<file path="src/rtl/alu_dispatch.sv">
// alu_dispatch: issues one ALU op to the r0 multiplexer, holds it stable,
// ignores stale ready for SETTLE cycles, waits up to TIMEOUT, strobes result.
// Ports: clk, reset_n (async low); decoder op_valid/op_ready/opcode/operand_a/b;
// mux_en/state/value1/value2 out, mux_output1/2/ready in; result_valid/hi/lo/
// wide, timeout_err, busy. Optional `ALU_DISPATCH_FLAGS_EN adds flag_z/flag_n.
module alu_dispatch #(
  parameter int unsigned SETTLE  = 2,
  parameter int unsigned TIMEOUT = 64
) (
  input  logic       clk,
  input  logic       reset_n,
  input  logic       op_valid,
  output logic       op_ready,
  input  logic [1:0] opcode,
  input  logic [7:0] operand_a,
  input  logic [7:0] operand_b,
  output logic       mux_en,
  output logic [1:0] mux_state,
  output logic [7:0] mux_value1,
  output logic [7:0] mux_value2,
  input  logic [7:0] mux_output1,
  input  logic [7:0] mux_output2,
  input  logic       mux_ready,
  output logic       result_valid,
  output logic [7:0] result_hi,
  output logic [7:0] result_lo,
  output logic       result_wide,
  output logic       timeout_err,
  output logic       busy
`ifdef ALU_DISPATCH_FLAGS_EN
  ,
  output logic       flag_z,
  output logic       flag_n
`endif
);

  typedef enum logic [1:0] {
    IDLE, SETTLE_S, WAIT_S, DONE_S
  } state_t;

  localparam logic [7:0] SETTLE_C  = 8'(SETTLE);
  localparam logic [7:0] TIMEOUT_C = 8'(TIMEOUT);
  localparam logic [1:0] OP_MUL    = 2'd2;

  state_t     state_q;
  logic [7:0] cnt_q;
  logic [7:0] cnt_d;
  logic       en_q;
  logic [1:0] st_q;
  logic [7:0] v1_q;
  logic [7:0] v2_q;
  logic       rv_q;
  logic [7:0] hi_q;
  logic [7:0] lo_q;
  logic       wide_q;
  logic       terr_q;
  logic       fz_q;
  logic       fn_q;
  logic       is_mul;

  assign cnt_d  = cnt_q + 8'd1;
  assign is_mul = (st_q == OP_MUL);

  always_ff @(posedge clk or negedge reset_n) begin
    if (!reset_n) begin
      state_q <= IDLE;
      cnt_q   <= '0;
      en_q    <= 1'b0;
      st_q    <= '0;
      v1_q    <= '0;
      v2_q    <= '0;
      rv_q    <= 1'b0;
      hi_q    <= '0;
      lo_q    <= '0;
      wide_q  <= 1'b0;
      terr_q  <= 1'b0;
      fz_q    <= 1'b0;
      fn_q    <= 1'b0;
    end else begin
      rv_q <= 1'b0;
      unique case (state_q)
        IDLE: begin
          if (op_valid) begin
            st_q    <= opcode;
            v1_q    <= operand_a;
            v2_q    <= operand_b;
            en_q    <= 1'b1;
            cnt_q   <= '0;
            state_q <= SETTLE_S;
          end
        end
        SETTLE_S: begin
          cnt_q <= cnt_d;
          if (cnt_d == SETTLE_C) state_q <= WAIT_S;
        end
        WAIT_S: begin
          cnt_q <= cnt_d;
          // ready takes priority over a timeout landing on the same edge
          if (mux_ready) begin
            hi_q    <= is_mul ? mux_output1 : 8'd0;
            lo_q    <= is_mul ? mux_output2 : mux_output1;
            wide_q  <= is_mul;
            terr_q  <= 1'b0;
            fz_q    <= is_mul ? ({mux_output1, mux_output2} == 16'd0)
                              : (mux_output1 == 8'd0);
            // sign is bit 7 of Output1 for both MUL (hi) and others (lo)
            fn_q    <= mux_output1[7];
            en_q    <= 1'b0;
            rv_q    <= 1'b1;
            state_q <= DONE_S;
          end else if (cnt_d == TIMEOUT_C) begin
            hi_q    <= '0;
            lo_q    <= '0;
            wide_q  <= 1'b0;
            terr_q  <= 1'b1;
            fz_q    <= 1'b0;
            fn_q    <= 1'b0;
            en_q    <= 1'b0;
            rv_q    <= 1'b1;
            state_q <= DONE_S;
          end
        end
        DONE_S: state_q <= IDLE;
        default: state_q <= IDLE;
      endcase
    end
  end

  assign op_ready     = (state_q == IDLE);
  assign busy         = (state_q != IDLE);
  assign mux_en       = en_q;
  assign mux_state    = st_q;
  assign mux_value1   = v1_q;
  assign mux_value2   = v2_q;
  assign result_valid = rv_q;
  assign result_hi    = hi_q;
  assign result_lo    = lo_q;
  assign result_wide  = wide_q;
  assign timeout_err  = terr_q;

`ifdef ALU_DISPATCH_FLAGS_EN
  assign flag_z = fz_q;
  assign flag_n = fn_q;
`else
  logic unused_flags;
  assign unused_flags = fz_q ^ fn_q;
`endif

endmodule
</file>
<file path="config.mk">
export PLATFORM = sky130hd
export DESIGN_NAME = alu_dispatch
export DESIGN_NICKNAME = d
export VERILOG_FILES = /design/src/rtl/alu_dispatch.sv
export SDC_FILE = /design/constraint.sdc
export NUM_CORES = 1
export LEC_CHECK = 0
export CAP_MARGIN = 20
export CORE_MARGIN = 5
export CORE_UTILIZATION = 42
export DETAILED_ROUTE_END_ITERATION = 12
export GPL_TIMING_DRIVEN = 0
export PLACE_DENSITY = 0.76
export SLEW_MARGIN = 10
export SYNTH_ARGS = -nofsm -noshare
export SYNTH_HDL_FRONTEND = slang
export SYNTH_SLANG_ARGS = --single-unit
</file>
<file path="constraint.sdc">
create_clock -name clk -period 1.9 [get_ports clk]
set_input_delay 0.19 -clock clk [delete_from_list [all_inputs] [get_ports clk]]
set_output_delay 0.19 -clock clk [all_outputs]
set_load 0.005 [all_outputs]
</file>
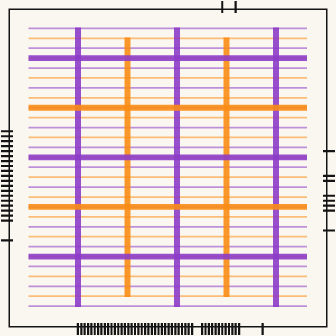
**Above:** run 1 (supply network).
Pins as bars on the die edge.
Key: VDD = orange; VSS = purple
78 signal pins sit on the boundary. 29 met1 rails follow the rows. The core has 28 rows. 5 straps on met4. 5 straps on met5.

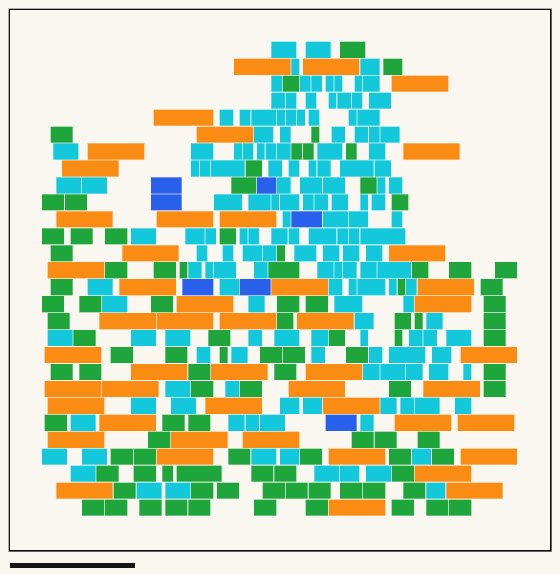
**Above:** run 1 (cells coloured by class).
Bar = 20 microns.
Key: remaining buffers and delay cells = green [cells 100, share of their area 27%]; sequential cells = orange [cells 48, share of their area 35%]; clock drivers and dummy loads = blue [cells 7, share of their area 2.6%]; combinational and other logic = cyan [cells 160, share of their area 36%]
row count: 28
placeable core region: 5816 sq um
utilization after layout: 61.12%
sequential share of cell area: 33.83%

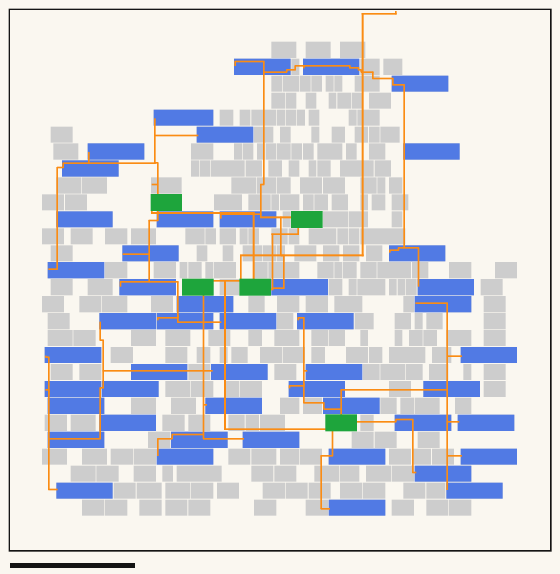
**Above:** run 1 (clock wires, drivers and flops).
Bar = 20 microns.
Key: clock wires = orange [length 645 microns]; clock drivers = green [count 5]; flip-flops = blue [count 48]
There are 6 routed clock nets.

==> git commit body, run 1 <==
Log flow metrics for this revision

- EDFF count, synth: 0
- Largest fanout of any net on the critical path: 10
- Required time at the worst-slack endpoint: approximately 2.1 ns
* Yosys warns: 0
- Vias after detailed routing: between 2000 and 2500
* Hold/Removal Path Class: in -> reg
- Leading cell types by count after synthesis: 48 x sky130_fd_sc_hd__dfrtp_1, 29 x sky130_fd_sc_hd__mux2_2, 15 x sky130_fd_sc_hd__nand2_1
- Cell count after synthesis: approximately 230
* Type of origin of the critical path: register
* Net count of the finished layout: roughly 360
- Finished Layout Cells: between 300 and 400
- Status: finished, final reports clean
* Post-synthesis async set-or-reset flop share: 100.0%
* Post-synth design cell area: between 2000 and 2500 sq um
- Fraction of final layout cells with drive strength greater than 1: 21.59%
* Cell type contributing the most total cell area after synthesis: sky130_fd_sc_hd__dfrtp_1
* Share of the core filled by cells before placement: between 40% and 50%
- The tool flagged a number of max-cap violations equal to 0.
- Across the routed clock network, the largest skew measured is 0.007525 ns.
- Maximum number of pins on one net before global-route repair: 26
- HPWL after detailed placement: 4806 microns
* Vias in the first global route: around 2300
- The die is 86.63 microns tall.
- Global route total overflow: 0
* Number of buffer and inverter instances along the worst setup path: 1
* Vias per inst: roughly 5.4
* R2R setup slack: 0.007 ns
- For reference, the final report shows the hold violation count at 0.
- In this run the tool buffered the top-level ports with about 76 buffer cells.
- Arr. time, crit path: ~2.1 ns
- Logic depth of the worst register-to-register path: 5
* Synth area leaders: sky130_fd_sc_hd__dfrtp_1 49%, sky130_fd_sc_hd__mux2_2 13%, sky130_fd_sc_hd__a21o_1 4.0%
* Clk_lat worst skew: a little over 0.3 ns
- Wire length of the first global-routing pass: between 10000 and 15000 microns
* WP depth: 5
* Sequential area share after synthesis: 48.71%
- Leakage component of the power: 1.558 nW
- Max H-tree Level: 2
* Power density over cell area: between 1500 and 2000 nW/um^2
* Layout area overhead: 44.14%
- In this run the worst setup path begins at cnt_q[5].
* Inserted Diodes: 0
- In this run, CTS created clock tree buffers numbering 5.
- Number of antenna violations at the first check in global routing: 0
- Before antenna repair, the detailed router went through 6 iterations.
- Most frequent cell after synthesis: sky130_fd_sc_hd__dfrtp_1
- Per the final report, max-transition violations number 0.
- Floorplan die area: roughly 7500 sq um
* RSZ-0062 raised after global routing: true
- IR analysis of the VDD net gives a maximum drop of 0.7749 mV.
- The floorplan step set the die width to ~87 microns.
* CTS tree: yes
- In this run the count of I/O pins placed on the die edge is just under 80.
* Critical path start-end classification: reg -> reg
- Count of instantiated cells in the yosys netlist: roughly 230
- Endpoints with negative setup slack in the final report add up to 0.
- The root buffer cell chosen for the clock tree is sky130_fd_sc_hd__clkbuf_8.
* Maximum single-stage delay on the critical path: 0.50 ns
- CTS sink count: roughly 48
- Power comes to ~5.3 mW.
- Dominant cell area share: between 40% and 50%
* Source of the worst hold timing path: op_valid
* Master of the slowest instance on the critical path: sky130_fd_sc_hd__or4b_1
- STA lists the endpoint of the worst register-to-register path as state_q[0].
- Synthesis produced a netlist with a net count of around 270.
- The layout has between 400 and 500 filler cells.
* Avg Synthesized Cell Area: ~11 sq um
- Clock Tree Buf Depth: 2
- Nets still carrying antenna violations after routing amount to 0.
- Subtracting the final worst setup slack from the clock period gives 1.893 ns.
* Total of flip-flops plus latches after synthesis: 48
- Count of unresolved DRC violations after routing: 0
- Final TNS setup: 0 ns
- At the end of routability-driven placement, the weighted congestion stood at about 0.86.
- According to the timing report, the critical path is captured at state_q[0].
- Maximum clock frequency: about 530 MHz
- On the worst setup and hold paths after CTS, the clock-pin slew comes to about 0.09 ns.
* Sequence of cells on the critical path: buf_2, or4b_1, o21a_1, o21a_1, o311a_1
* Relative slew slack: between 60% and 70%
- The number of warnings reported in the stage logs is 31.
* Overall routed net length: 6540 microns
- By instance count, the cell type seen most on the critical path is sky130_fd_sc_hd__o21a_1.
- Per the placement report, the placed cell count is 378.
- Reg2Reg Launch Point: cnt_q[5]
- Global routing used approximately a fifth of the available tracks.
- Synth Flop Type: sky130_fd_sc_hd__dfrtp_1
* Mean routed wirelength per cell: between 15 and 20 microns
* Tightest Pin Transition: between 0.5 and 0.6 ns
run 1: registers in the layout (all words and copies together), names as in the netlist:
name and cells:
cnt_q 8, result_hi 8, result_lo 8, timeout_err 1, mux_en 1, mux_value2 8, result_valid 1, result_wide 1
mux_state 2, mux_value1 8, state_q 2
run 1: logic make-up after synthesis:
| family | count (synthesis) | synth area share [%] |
|---|---|---|
| buffers and inverters | 25 | 4.414 |
| adders and majority gates | 5 | 2.537 |
| AOI/OAI and AO/OA | 54 | 15.98 |
| xor gates and xnor gates | 1 | 0.3552 |
| and+or+nand+nor | 61 | 13.55 |
| muxes | 32 | 14.46 |
| DFF | 48 | 48.71 |
run 1: layout by cell type, fill, tap and decap left out, drive strengths merged, types with 3 or more instances in the layout:
| cell | n |
|---|---|
| mux2 | 29 |
| nand2 | 15 |
| a21o | 13 |
| inv | 7 |
| nor3 | 4 |
| and3 | 10 |
| buf | 14 |
| dfrtp | 48 |
| nor2 | 3 |
| mux2i | 3 |
| a21oi | 7 |
| ha | 5 |
| clkbuf | 16 |
| nor2b | 5 |
| nand4 | 4 |
| clkdlybuf4s50 | 74 |
| o21ai | 9 |
| a22o | 9 |
| nand3 | 9 |
run 1: final cells by class:
cell class,count,area [sq um],area share (%)
multi-input cells,153,1209,34.00
well taps,75,93.84,2.640
clock buffers,6,82.58,2.323
flip-flops and latches,48,1202,33.83
clock inverters,1,8.758,0.2464
plain buffers,16,100.1,2.816
repair buffers,84,829.5,23.34
inverters,7,28.78,0.8096
run 1: how the worst min path moves through the flow:
stage                         end  slack, ns  depth (start not counted)
floorplan                cnt_q[0]      -0.11                          0
global placement     result_lo[0]       0.46                          1
detailed placement  mux_value1[0]       0.21                          1
CTS                      cnt_q[0]       0.37                          3
global route             cnt_q[0]       0.39                          3
finish                   cnt_q[0]       0.36                          3
run 1: tightest hold or removal path: cells and delay by family:
kind	cells	cell delay, ns
compound gates	1	0.06
xor+xnor	1	0.18
buf+inv	1	0.19
run 1: timing repair:
| action | 4_1_cts | 5_1_grt |
|---|---|---|
| hold buffers | 1 | 0 |
| setup endpoints to repair | 42 | 33 |
| pin swaps | 3 | 5 |
| hold endpoints to repair | 23 | 0 |
| buffers inserted | 6 | 0 |
| gates resized | 16 | 9 |
run 1: power breakdown:
part | leakage (nW) | internal, mW | switching (mW)
Sequential | 0.600 | 1.45 | 0.260
Combinational | 0.911 | 1.66 | 1.33
Clock | 0.0473 | 0.291 | 0.347
Total | 1.56 | 3.40 | 1.93
run 1: per-layer routing:
metal	global-route usage [%]	vias up	share of wire, %
li1	-	993	-
met1	21.47	1010	40
met2	32.06	71	50
met3	5.323	21	6.2
met4	8.074	0	3.4
met5	0	-	0
run 1: per-stage QoR:
stage / utilization, % / cell area, sq um / setup WS [ns] / hold slack (ns)
2_1_floorplan: - / 2474 / -0.02872 / -0.1056
3_3_place_gp: 57.23 / 3328 / -0.8113 / 0.4611
3_5_place_dp: 57.49 / 3343 / -0.4081 / 0.2145
4_1_cts: 60.76 / 3533 / 0.005870 / 0.3672
5_1_grt: 61.12 / 3555 / -0.04418 / 0.3927
6_report: 61.12 / 3555 / 0.006783 / 0.3594
**Run 1: clock routing**

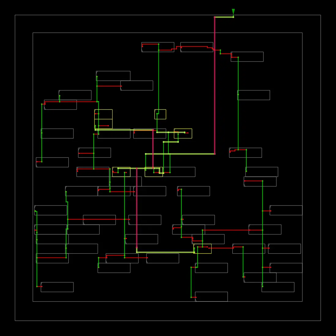

==> run 2: changes to the inputs <==
- CORE_UTILIZATION: 42 -> 45
- PLACE_DENSITY: 0.76 -> 0.78
- clock period: 1.9 -> 1.8 ns (I/O delays scaled with it)
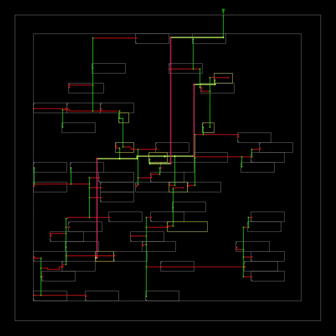
**Above:** run 2 (clock routing).
CTS sink count: 48
number of CTS-inserted buffers: 5
clk_lat worst skew: 0.31 ns
clkbuf count: 5

==> run 2 against run 1 <==
The run now ends with setup timing left. Global-route usage rose by 0.59 points. Utilization rose by 6.7 points. Wire length rose by 2.9%. Critical endpoint unchanged. Largest cell class unchanged. Maximum frequency fell by 1.7%. Design area rose by 3.1%. Highest routed layer unchanged.
==> git commit body, run 2 <==
Log flow metrics for this revision

- The run finished, with violations left.
- Violated checks: setup timing
* Leading cell types in the layout, fill and taps excluded: 74 x sky130_fd_sc_hd__clkdlybuf4s50_1, 46 x sky130_fd_sc_hd__dfrtp_1, 29 x sky130_fd_sc_hd__mux2_2
- In this build the clock could be raised as far as around 520 MHz.
- Post-synth design cell area: approximately 2500 sq um
* Slew Viols, Final: 0
* IO Count: between 70 and 80
- By instance count, the cell type seen most on the critical path is sky130_fd_sc_hd__o21a_1.
- Counting every net in the synthesized netlist gives 269.
* Vias in the first global route: 2189
* Number of max-capacitance violations reported: 0
- Post-synthesis async set-or-reset flop share: 100.0%
- Largest fanout of any net on the critical path: 5
- For the worst setup path, the data arrival time is 2.13 ns.
- From synthesis to final layout, the design area changed by 48.60%.
- Sequential cell area: 1204 sq um
* Clk Tree Root Cell: sky130_fd_sc_hd__clkbuf_8
- Net count of the finished layout: around 360
- Most frequent cell after synthesis: sky130_fd_sc_hd__dfrtp_1
- sky130_fd_sc_hd__dfrtp_1 takes more of the synthesized area than any other cell.
* Fill cells: 406
- Dominant cell area share: about half
* R2R setup slack: -0.13 ns
- For reference, the critical path cell chain is inv_2, ha_4, or4b_4, o21a_1, o21a_1, o311a_1.
- Once the floorplan was initialized, standard cells occupied around 46% of the core.
- TritonCTS built the clock tree.
- Critical path start-end classification: reg -> reg
- Number of antenna violations at the first check in global routing: 0
* Type of origin of the critical path: register
- Logic depth of the worst register-to-register path: 6
* Inserted Diodes: 0
- Each instance of the synthesized netlist takes up on average approximately 11 sq um.
- Critical R2R Capture: state_q[0]
- Among all stages on the critical path, the maximum delay recorded is 0.45 ns.
- Per the post-run analysis, buffers plus inverters along the critical path come to 1.
- Entering global routing, the biggest net connects 33 pins.
- In the placement report, post-DP HPWL is listed as 4756 microns.
- The synthesized netlist handed to floorplanning was reported with a cell count of between 200 and 250.
* Mean routed wirelength per cell: between 15 and 20 microns
- Synth Flop Type: sky130_fd_sc_hd__dfrtp_1
* Global route total overflow: 0
- Clock Tree Buf Depth: 2
* Leakage component of the power: 1.607 nW
- Placer Congestion: ~0.91
* Most common library cell in the layout ignoring fill and taps: sky130_fd_sc_hd__clkdlybuf4s50_1
* Reg2Reg Launch Point: cnt_q[1]
- From left edge to right edge, the die measures ~84 microns.
- Yosys stat counts 226 cells in the synthesized netlist.
* Post-route ant nets: 0
* Master of the slowest instance on the critical path: sky130_fd_sc_hd__dfrtp_2
* # setup viols final: 7
- Global routing used roughly a fifth of the available tracks across all layers.
* Wire length of the first global-routing pass: around 11000 microns
- The logs give a warning total of 32.
- Final Hold Violating Endpoints: 0
* Required time at the worst-slack endpoint: about 2 ns
* Final critical-path setup slack: -0.1253 ns
- Leading cell types by count after synthesis: 48 x sky130_fd_sc_hd__dfrtp_1, 29 x sky130_fd_sc_hd__mux2_2, 15 x sky130_fd_sc_hd__nand2_1
* Final critical delay including setup and external delays: roughly 1.9 ns
* Height of the die: roughly 84 microns
* Placeable core region: roughly 5400 sq um
* Tightest Pin Transition: approximately 0.53 ns
* First-pass DRT Iterations: 4
* Relative slew slack: 64.70%
- After the flow finishes, the layout carries non-filler instances totaling slightly below 400.
* Port Buffers: 76
- Setup repair after global routing could not meet its margin everywhere.
* Cell total after placement: approximately 380
- After floorplanning, the core was divided into 27 placement rows.
- On the reported timing paths, the clock transition at the registers reads around 0.090 ns.
* Max H-tree Level: 2
- After synthesis, the cell types taking the most area are sky130_fd_sc_hd__dfrtp_1 49%, sky130_fd_sc_hd__mux2_2 13%, sky130_fd_sc_hd__a21o_1 4.0%.
- In the routed layout, each cell is associated on average with a via count of 5.489.
* EDFF count, synth: 0
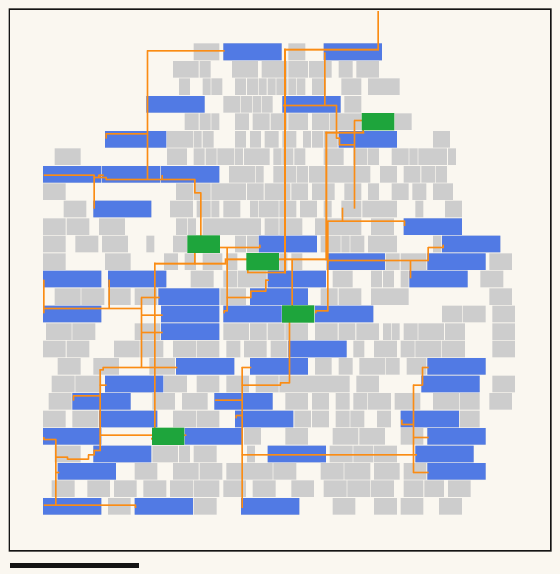
**Above:** run 2 (clock wires, drivers and flops).
Bar = 20 microns.
Key: clock wires = orange [length 593 microns]; clock drivers = green [count 5]; flip-flops = blue [count 48]
There are 6 routed clock nets.
power share of the clock group: 13.6%
Clock Power: 0.809 mW
skew final: 0.004966 ns

## run 2: stage by stage
| stage | setup slack, ns | power, mW | hold slack [ns] | cell area [sq um] | utilization, % |
|---|---|---|---|---|---|
| 2_1_floorplan | -0.02395 | 3.453 | -0.1156 | 2497 | - |
| 3_3_place_gp | -0.8617 | 4.687 | 0.4598 | 3348 | 61.94 |
| 3_5_place_dp | -0.3431 | 4.777 | 0.1310 | 3363 | 62.22 |
| 4_1_cts | -0.09025 | 5.789 | 0.3281 | 3592 | 66.46 |
| 5_1_grt | -0.1770 | 6.340 | 0.3677 | 3665 | 67.80 |
| 6_report | -0.1253 | 5.943 | 0.3292 | 3665 | 67.80 |
## run 2: final cells by class
type,instances,area share (%)
flip-flops and latches,48,32.84
multi-input cells,153,33.73
clock inverters,3,1.263
inverters,7,0.7853
well taps,72,2.458
plain buffers,15,2.970
repair buffers,90,24.07
clock buffers,5,1.878
## run 2: how the worst max path moves through the flow
stage | to | cells past startpoint | startpoint
after floorplan | state_q[0] | 6 | cnt_q[1]
after global placement | cnt_q[6] | 1 | reset_n
after detailed placement | cnt_q[7] | 8 | state_q[1]
after CTS | state_q[0] | 7 | cnt_q[1]
after global routing | state_q[0] | 6 | cnt_q[1]
final | state_q[0] | 6 | cnt_q[1]
## run 2: logic make-up (layout without fill, tap and decap cells)
group                      Yosys count  count (layout)  share of synthesized area, %
DFF                                 48              48                         48.71
buffers and inverters               25             120                         4.414
AOI/OAI and AO/OA                   54              54                         15.98
xor gates and xnor gates             1               1                        0.3552
adders and majority gates            5               5                         2.537
and+or+nand+nor                     61              61                         13.55
muxes                               32              32                         14.46
## run 2: timing repair
action,4_1_cts,5_1_grt
buffers inserted,7,4
gates resized,17,18
pin swaps,3,14
endpoints found under the hold margin,16,0
hold buffers,1,0
endpoints found under the setup margin,47,26
gates cloned,0,1
## run 2: report_power, final
group,internal [mW],switching [mW],total [mW]
Sequential,1.54,0.290,1.83
Combinational,1.87,1.44,3.31
Clock,0.419,0.390,0.809
## run 2: metal layers
metal / GRT usage [%] / share of wire [%] / vias up
li1: - / - / 1012
met1: 23.81 / 41 / 1042
met2: 31.78 / 50 / 87
met3: 4.344 / 6.2 / 16
met4: 8.480 / 2.9 / 0
met5: 0 / 0 / -
## run 2: worst register-to-register path, delay by kind of cell, from the launching register on
| kind | cells | cell delay, ns |
|---|---|---|
| fa+ha+maj | 1 | 0.13 |
| buf+inv | 1 | 0.08 |
| flops | 1 | 0.45 |
| compound gates | 3 | 0.71 |
| simple gates | 1 | 0.45 |
**Run 2: cells coloured by class**

Bar = 20 microns.
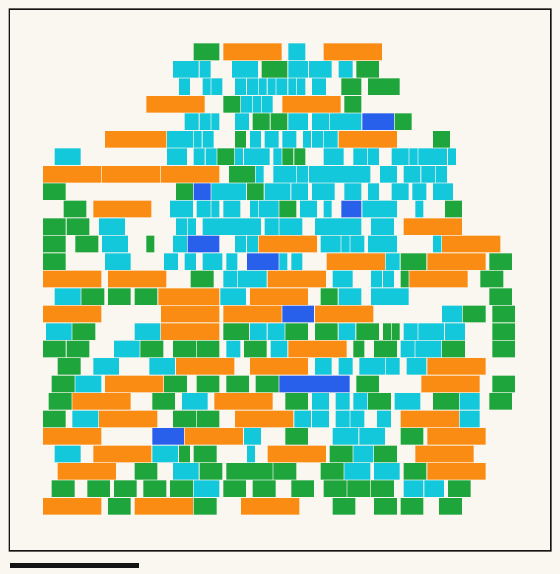

==> run 3: changes to the inputs <==
- TNS_END_PERCENT: not set -> 1
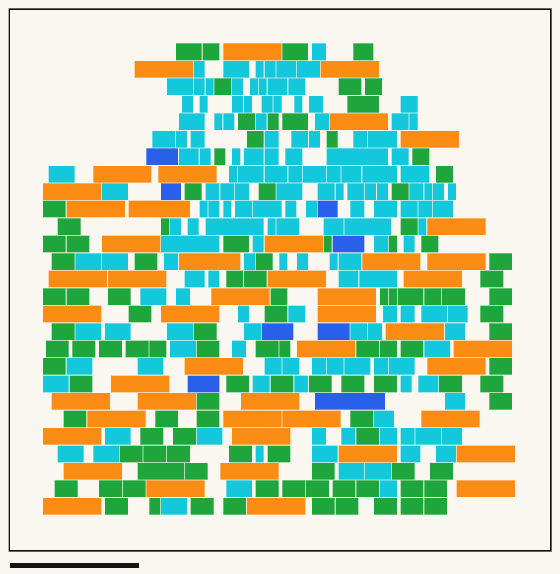
**Above:** run 3 (cells coloured by class).
Bar = 20 microns.
Key: clock drivers and dummy loads = blue [cells 8, share of their area 3.2%]; sequential cells = orange [cells 48, share of their area 33%]; combinational and other logic = cyan [cells 160, share of their area 35%]; remaining buffers and delay cells = green [cells 111, share of their area 28%]
placeable core region: 5405 sq um
sequential share of cell area: 32.47%

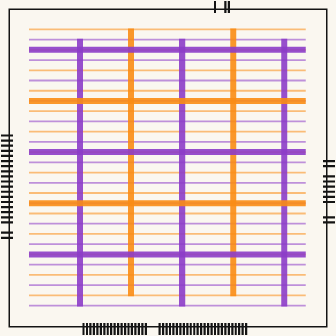
**Above:** run 3 (supply network).
Pins as bars on the die edge.
Key: VSS = purple; VDD = orange
The core has 27 rows. 28 met1 rails follow the rows. 5 straps on met5. 78 signal pins sit on the boundary.
height of the die: 84.03 microns
Max rail drop VDD: 0.8898 mV
Die X: 84.03 microns

==> run 3 against run 2 <==
The flow still finishes with violations (setup timing). Synthesized area stayed put. Critical endpoint unchanged. Sequential share of layout area shrank 0.38 points. Clock-buffer cell count did not move. Worst setup slack better by 0.052 ns. Sequential power is essentially flat. Final cell count grew 1.5%. Non-clock buffer count increased by 6.
==> git commit body, run 3 <==
Log flow metrics for this revision

* Post-synthesis xor/xnor area fraction: 0.3551%
- Per the placement report, the placed cell count is around 380.
- Violated checks: setup timing
- Placer Congestion: 0.9096
- The die covers just over 7000 sq um.
- The finished cells cover approximately 3700 sq um.
- After Yosys synthesis, full adders, half adders and majority gates account for ~2.5% of the synthesized area.
- Number of antenna violations at the first check in global routing: 0
- Counting both buffers and inverters, the worst setup path holds a total of 1.
- The synthesized design devotes to its leading area cell type between 40% and 50% of total area.
- Reg clk slew, reported paths: roughly 0.10 ns
* Vias after detailed routing: between 2000 and 2500
- Fraction of final layout cells with drive strength greater than 1: about 26%
- Maximum number of pins on one net before global-route repair: 32
- Hold/Removal Path Class: in -> async
- Final TNS setup: -0.1329 ns
* Critical path start-end classification: reg -> reg
- The net count after synthesis is about 270.
- Fill cells: between 400 and 500
- Counting I/O delays and the setup requirement, the final critical path takes 1.873 ns.
- Final critical-path setup slack: -0.07346 ns
* Share of synthesized area spent on multiplexers: roughly 14%
- The number of global-route vias before repair is roughly 2400.
* Required time at the worst-slack endpoint: a little under 2 ns
- # setup viols final: 6
* Final Hold Violating Endpoints: 0
- The worst setup path is launched from a register.
- Counting instances in the post-synthesis netlist gives the leading cell types as 48 x sky130_fd_sc_hd__dfrtp_1, 29 x sky130_fd_sc_hd__mux2_2, 15 x sky130_fd_sc_hd__nand2_1.
- The placement report lists the number of port buffers as about 76.
- For this run, the script counts the antenna cells in the layout as 0.
- CTS tree: yes
- The longest incremental delay of any stage on the critical path is reported as approximately 0.46 ns.
- Row count: 27
- Counting flops with a built-in enable in the synthesized netlist gives 0.
- Post-layout total power: ~6.0 mW
* Post-route ant nets: 0
- The cell sitting at the root of the clock tree is a sky130_fd_sc_hd__clkbuf_8.
- The highest clock rate this design can be run at is 533.8 MHz.
* Yosys warns: 0
- At the pin with the least slew margin, the transition time is roughly 0.46 ns.
- The main area contributors are sky130_fd_sc_hd__dfrtp_1 49%, sky130_fd_sc_hd__mux2_2 13%, sky130_fd_sc_hd__a21o_1 4.0%.
- Sequential cell area: approximately 1200 sq um
- Number of CTS-inserted buffers: 5
- HPWL after detailed placement: about 4700 microns
- In this run the tools logged warnings totalling 32.
- The first global-routing pass estimated 11510 microns of wire.
* First-pass DRT Iterations: 4
- Post-Place Cell Area: approximately 3400 sq um
- STA lists the maximum fanout along the critical path as 4.
- The top cell type in the final layout, fill and taps aside, is sky130_fd_sc_hd__clkdlybuf4s50_1.
* Sequence of cells on the critical path: inv_2, ha_4, or4b_1, o21a_1, o21a_1, o311a_1
- Of the synthesized area, sequential elements account for between 40% and 50%.
- Per the post-synthesis stats, the area per cell is 10.91 sq um.
- The flow ran to the end, but the final reports show violations.
* Overall routed net length: 6766 microns
- For this configuration, the core starts out at a cell density of between 40% and 50%.
- Net count of the finished layout: between 300 and 400
- Per the synth stats, the proportion of register bits with asynchronous set or reset is 100.0%.
- Worst hold margin: 0.3601 ns
* Global route total overflow: 0
- Layout area overhead: 50.33%
* Max H-tree Level: 2
[run 3: cell families after synthesis]
logic type,Yosys count
AND-OR/OR-AND,54
adder cells (fa/ha/maj),5
flip-flops,48
multiplexers,32
buffers and inverters,25
XOR/XNOR,1
AND/OR/NAND/NOR,61
[run 3: stage by stage]
step                      utilization [%]  setup slack, ns
final                               68.59         -0.07346
after global routing                68.59          -0.1581
after CTS                           68.03         -0.07255
after detailed placement            62.04          -0.4240
after global placement              61.76          -0.8508
after floorplan                         -         -0.02395
[run 3: what timing repair did]
item / 4_1_cts / 5_1_grt
buffers inserted: 14 / 2
hold buffers: 1 / 0
endpoints found under the setup margin: 45 / 36
resized: 26 / 12
endpoints found under the hold margin: 17 / 0
pin swaps: 9 / 5
[run 3: final cells by class]
cell class / count / area share, %
Multi-Input combinational cell: 153 / 33.45
Sequential cell: 48 / 32.47
Timing Repair Buffer: 94 / 24.50
Buffer: 17 / 3.240
Tap cell: 72 / 2.430
Clock buffer: 5 / 1.856
Clock inverter: 3 / 1.282
Inverter: 7 / 0.7762
[run 3: where the power goes]
group	internal (mW)	total, mW	switching (mW)
sequential	1.54	1.83	0.292
clock	0.419	0.803	0.384
combinational	1.92	3.39	1.46
total	3.88	6.02	2.14
[run 3: path summary, 6_finish.rpt]
check / from / to / slack, ns / cells past startpoint
setup / recovery: cnt_q[1] / state_q[0] / -0.07 / 6
hold / removal: reset_n / mux_value1[4] / 0.36 / 2
setup reg to reg: cnt_q[1] / state_q[0] / -0.07 / 6
hold reg to reg: result_wide / result_wide / 0.49 / 1
max in group asynchronous: reset_n / cnt_q[0] / 0.92 / 3
min in group clk: op_valid / cnt_q[0] / 0.39 / 3
[run 3: per-layer routing]
layer	global-route usage (%)	routed length, microns	share of wire (%)	vias to the layer above
li1	-	-	-	1020
met1	24.20	2785	41	1083
met2	33.50	3445	51	61
met3	5.035	341	5.0	12
met4	9.064	195	2.9	0
met5	0	0	0	-

==> gallery <==
Wiring by layer.
Two of the layers only.
shot_01.png
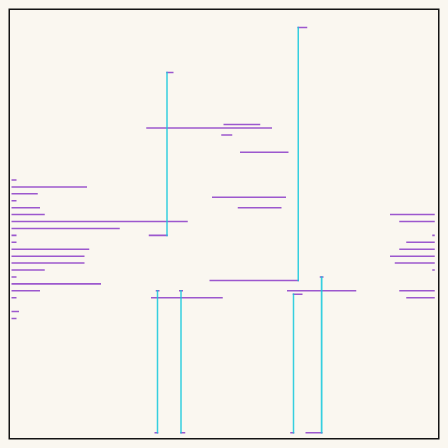
shot_02.png
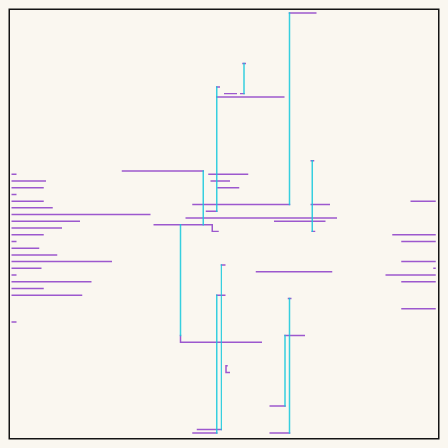
shot_02.png is run 1.
shot_01.png is run 3.

Key to shot_01.png:
Key: metal 4 = cyan [wire length 195 microns]; metal 3 = purple [wire length 341 microns]

No activity file was given, so power comes from the tool's default toggle rates.
